File: src/rtl/keypad_emulator.sv
// keypad_emulator: presses queued key indices onto a 4x4 matrix by answering column strobes.
// Define KEYPAD_EMULATOR_FIFO_EN for a FIFO_DEPTH-entry key queue; otherwise a single-entry buffer.
module keypad_emulator #(
  parameter int HOLD_CYCLES = 1024,
  parameter int GAP_CYCLES  = 1024,
  parameter int FIFO_DEPTH  = 4
) (
  input  logic       CLK,
  input  logic       RST,
  input  logic [3:0] COL,
  output logic [3:0] ROW,
  input  logic [3:0] KEY_IN,
  input  logic       KEY_IN_VALID,
  output logic       KEY_IN_READY,
  output logic       BUSY,
  output logic       PRESS_DONE
);

  typedef enum logic [1:0] {IDLE, PRESS, GAP} state_t;

`ifdef KEYPAD_EMULATOR_FIFO_EN
  localparam int QD = FIFO_DEPTH;
`else
  // Single-entry buffer: FIFO_DEPTH has no effect in this build.
  localparam int QD = (FIFO_DEPTH > 0) ? 1 : 1;
`endif
  localparam int PW = (QD > 1) ? $clog2(QD) : 1;
  localparam int CW = $clog2(QD + 1);
  localparam logic [15:0] HOLD_LAST = 16'(HOLD_CYCLES - 1);
  localparam logic [15:0] GAP_LAST  = 16'(GAP_CYCLES - 1);

  state_t        state, state_nxt;
  logic [15:0]   cnt, cnt_nxt;
  logic          done_nxt;
  logic          pop, push, full, empty;
  logic [3:0]    held, row_nxt;
  logic [3:0]    mem [QD];
  logic [PW-1:0] wr_ptr, rd_ptr;
  logic [CW-1:0] count;

  function automatic logic [PW-1:0] ptr_inc(input logic [PW-1:0] p);
    return (p == PW'(QD - 1)) ? '0 : p + 1'b1;
  endfunction

  assign full         = (count == CW'(QD));
  assign empty        = (count == '0);
  assign push         = KEY_IN_VALID && !full;
  assign KEY_IN_READY = !full;
  assign BUSY         = (state != IDLE) || !empty;

  always_comb begin
    state_nxt = state;
    cnt_nxt   = cnt;
    done_nxt  = 1'b0;
    pop       = 1'b0;
    unique case (state)
      IDLE: begin
        if (!empty) begin
          pop       = 1'b1;
          cnt_nxt   = '0;
          state_nxt = PRESS;
        end
      end
      PRESS: begin
        if (cnt == HOLD_LAST) begin
          state_nxt = GAP;
          cnt_nxt   = '0;
          done_nxt  = 1'b1;
        end else begin
          cnt_nxt = cnt + 16'd1;
        end
      end
      GAP: begin
        if (cnt == GAP_LAST) begin
          state_nxt = IDLE;
          cnt_nxt   = '0;
        end else begin
          cnt_nxt = cnt + 16'd1;
        end
      end
      default: state_nxt = IDLE;
    endcase
  end

  // Only the held row answers, and only while its column is being strobed.
  always_comb begin
    row_nxt = '0;
    if (state == PRESS && COL[held[1:0]])
      row_nxt = 4'b0001 << held[3:2];
  end

  always_ff @(posedge CLK or posedge RST) begin
    if (RST) begin
      state      <= IDLE;
      cnt        <= '0;
      held       <= '0;
      ROW        <= '0;
      PRESS_DONE <= 1'b0;
      wr_ptr     <= '0;
      rd_ptr     <= '0;
      count      <= '0;
    end else begin
      state      <= state_nxt;
      cnt        <= cnt_nxt;
      ROW        <= row_nxt;
      PRESS_DONE <= done_nxt;
      if (pop) begin
        held   <= mem[rd_ptr];
        rd_ptr <= ptr_inc(rd_ptr);
      end
      if (push)
        wr_ptr <= ptr_inc(wr_ptr);
      unique case ({push, pop})
        2'b10:   count <= count + 1'b1;
        2'b01:   count <= count - 1'b1;
        default: count <= count;
      endcase
    end
  end

  // Queue storage carries data only; occupancy is tracked by count.
  always_ff @(posedge CLK) begin
    if (push)
      mem[wr_ptr] <= KEY_IN;
  end

endmodule

File: config.mk
export PLATFORM = sky130hd
export DESIGN_NAME = keypad_emulator
export DESIGN_NICKNAME = d
export VERILOG_FILES = /design/src/rtl/keypad_emulator.sv
export SDC_FILE = /design/constraint.sdc
export NUM_CORES = 1
export LEC_CHECK = 0
export CAP_MARGIN = 5
export CORE_AREA = 4 4 57 59
export CTS_CLUSTER_DIAMETER = 40
export DETAILED_ROUTE_END_ITERATION = 8
export DIE_AREA = 0 0 61 63
export PLACE_DENSITY = 0.79
export SETUP_SLACK_MARGIN = 0.4
export SLEW_MARGIN = 15
export SYNTH_ARGS = -nofsm -noshare
export SYNTH_HDL_FRONTEND = slang
export SYNTH_SLANG_ARGS = --single-unit
File: constraint.sdc
create_clock -name CLK -period 3.25 [get_ports CLK]
set_input_delay 0.325 -clock CLK [delete_from_list [all_inputs] [get_ports CLK]]
set_output_delay 0.325 -clock CLK [all_outputs]
set_load 0.01 [all_outputs]
**Run 1: selected gate families**

Scale: 10 px per µm.
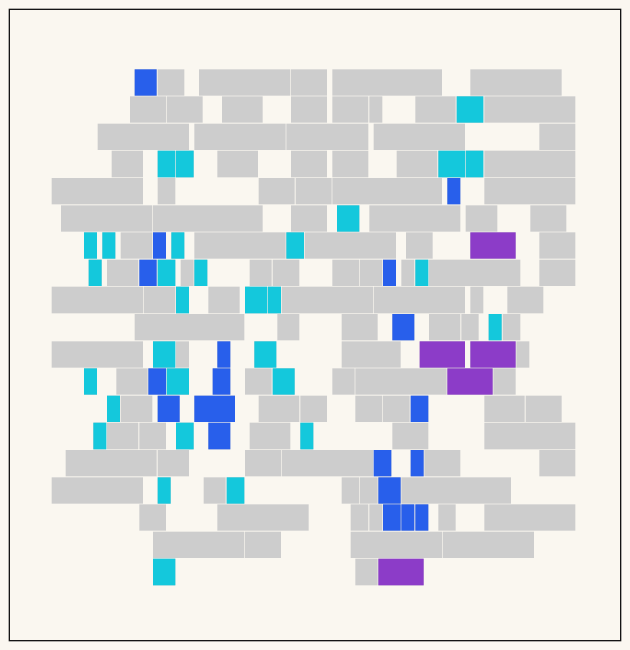
- blue: NAND gates (cells 19; most used nand2_1)
- cyan: NOR gates (cells 30; most used nor2_1)
- purple: adder and majority cells (cells 5; most used ha_1; where right middle)
share of cell area taken by multi-input logic gates: 0.369
filler-free cell count of the finished design: 191
leading cell type in the layout, fill and taps excluded: dfrtp_1

**Run 1: wire density map**

Scale: 6 px per µm. The die is cut into 12 by 13 equal tiles; white is low, dark blue is high, scaled to the fullest tile. Values are wire area over tile area, all layers added.
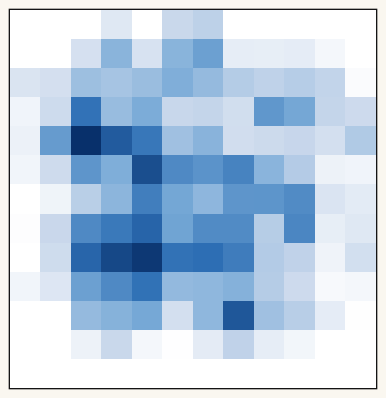
- densest ninth of the die: middle
- emptiest ninth of the die: bottom right
- mean over tiles: 0.13
- nearly empty tiles: 22%

**Run 1: layout detail**

Window x 16 to 46, y 4 to 34 µm. Cells in grey, sequential cells in the stronger grey; small squares are vias.
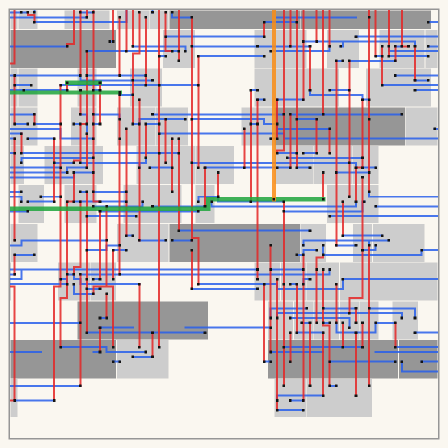
- blue: metal 1
- orange: metal 4
- green: metal 3
- red: metal 2
- cells with their middle in the window: 51
- sequential cells in the window: 6
- netlist names of flops here include: cnt (5), mem (1)
- most frequent: dfrtp_1 (5), nand3_1 (4), nand2_1 (4)

**Run 1: clock distribution**

Scale: 6 px per µm.
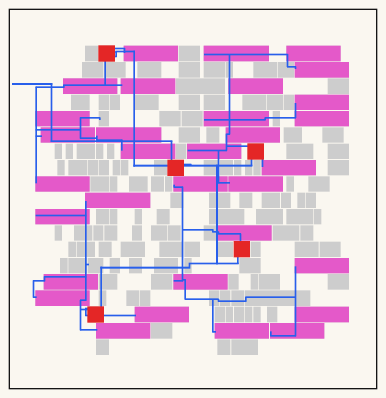
- blue: clock wires (length 409 µm)
- magenta: flip-flops (count 32)
- red: clock drivers (count 5)
- flops lie: all over the die
Late-Pin Clk Latency: 0.35 ns
clock group power: 304 µW
final worst clock skew: 0.00795 ns

==> flow_summary.ini, run 1 <==
; implementation run metrics
[status]
outcome = finished, final reports clean

[placement]
postPlaceCellArea_um2 = 1730
place.detailed.instances = 183
globalplace.congestion = 0.815
hpwl_mm = 2.18

[clock_tree]
tritoncts.num_buffers = 5
ctsLongestPathBuffers = 2

[final_layout]
final.signal_buffer_count = 18
final-clk-cell-share = 0.0442
multi_input_comb_cells = 95
post_route_cells_drive_above_1_share = 0.119
largest_reg_flops = 16
ff_latch_area_um2 = 821
n_all_inverters = 7
largest-register = cnt
portion_of_the_layout_cell_area_used_by_non_clock_buffers = 0.0981
nets = 175
layout.area.top_class = flip-flops and latches
post-route-util = 0.669

[routing]
highest_routed_metal_layer = met4
wl_met2_mm = 1.65
routed-via-count = 1113

[floorplanning]
initial_utilization = 0.563
rows = 19
boundaryPins = 18
fp.coreArea_um2 = 2710
nWellTaps = 31

[setup_path]
slowest_delay_ns = 0.69
critical_path_destination = cnt[14]
critical_path_depth = 6
worstPathRequired_ns = 3.52
worst_setup_path_start_kind = flip-flop
cp_data_arrival_time_ns = 2.53
largest_delay_contributor_family_on_the_critical_path = multiplexers

[final_timing]
max_transition_viols_final = 0
whs_ns = 0.397
achievable-frequency_mhz = 443

[hold_path]
hp-class = in -> async

[global_routing]
grt-ovfl-total = 0

[power]
p_int_uw = 854
static-leakage-power_nw = 0.725
seq_cell_power_uw = 551
sequentialPowerShare = 0.424
totalPowerFinal_mw = 1.30

[logic_synthesis]
yosys-top-cells-count = dfrtp_1, nor2_1, xnor2_1
post_synth_main_area_contributors = dfrtp_1, edfxtp_1, xnor2_1
==> run 2, diff against run 1 <==
Settings changed: CORE_AREA 4 4 57 59 to 4 4 61 63, DIE_AREA 0 0 61 63 to 0 0 65 67, PLACE_DENSITY 0.79 to 0.73.
Clock period 3.25 ns to 1.9 ns, I/O delays scaled along.
**Run 2: layout detail**

Window x 18 to 48, y 5 to 35 µm. Cells in grey, sequential cells in the stronger grey; small squares are vias.
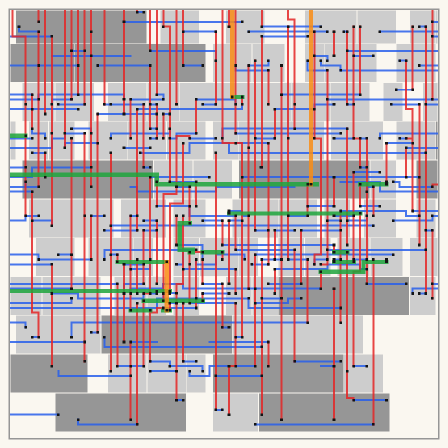
- blue: metal 1
- red: metal 2
- green: metal 3
- orange: metal 4
- netlist names of flops here include: cnt (10)
- most frequent: buf_4 (18), dfrtp_1 (10)
- cells with their middle in the window: 72
- sequential cells in the window: 10

**Run 2: wire density map**

Scale: 6 px per µm. The die is cut into 13 by 13 equal tiles; white is low, dark blue is high, scaled to the fullest tile. Values are wire area over tile area, all layers added.
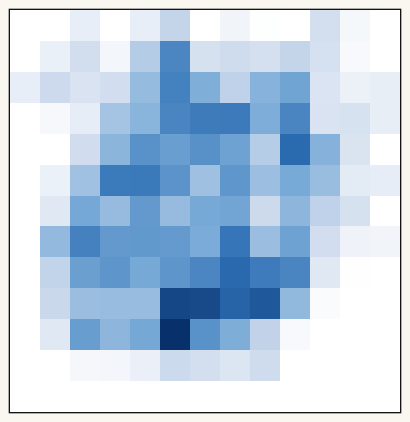
- tiles over half the peak: 25%
- densest ninth of the die: middle
- mean over tiles: 0.14
- emptiest ninth of the die: bottom right
detailed-route wire length: 3.91 mm
All-Layer GR Usage: 0.189

==> run 2 against run 1 <==
Effect of this change:
- highest routed layer unchanged
- cell area increased by 23%
- core utilization increased by 1.9 points
- critical path type unchanged
- non-clock buffer count increased by 32
- critical path depth decreased by 2
- clock skew about the same
- register-to-register slack got worse by 0.99 ns
- flip-flop count unchanged
==> flow_summary.ini, run 2 <==
; implementation run metrics
[status]
outcome = finished, final reports clean

[floorplanning]
nWellTaps = 46
rows = 21

[final_layout]
layout.area.top_class = flip-flops and latches
post_route_cells_drive_above_1_share = 0.368
multi_input_comb_cells = 96
n_all_inverters = 7
leading_cell_type_in_the_layout_fill_and_taps_excluded = buf_4
largest-register = cnt
post-route-util = 0.687
final.signal_buffer_count = 50
final-clk-cell-share = 0.0276
comb-cell-share = 0.364
portion_of_the_layout_cell_area_used_by_non_clock_buffers = 0.201

[logic_synthesis]
yosys-top-cells-count = dfrtp_1, nor2_1, xnor2_1

[power]
static-leakage-power_nw = 0.914
totalPowerFinal_mw = 2.70

[setup_path]
critical_path_depth = 4
largest_delay_contributor_family_on_the_critical_path = simple AND/OR/NAND/NOR gates
cp_data_arrival_time_ns = 2.12
slowest_delay_ns = 0.55

[routing]
wl_met2_mm = 2.15

[placement]
hpwl_mm = 2.28
place.detailed.instances = 209
globalplace.congestion = 0.810

[final_timing]
whs_ns = 0.204
max_transition_viols_final = 0

[clock_tree]
tritoncts.num_buffers = 5
clkLatencyLatePin_ns = 0.34
Power and IR drop assume default switching activity.
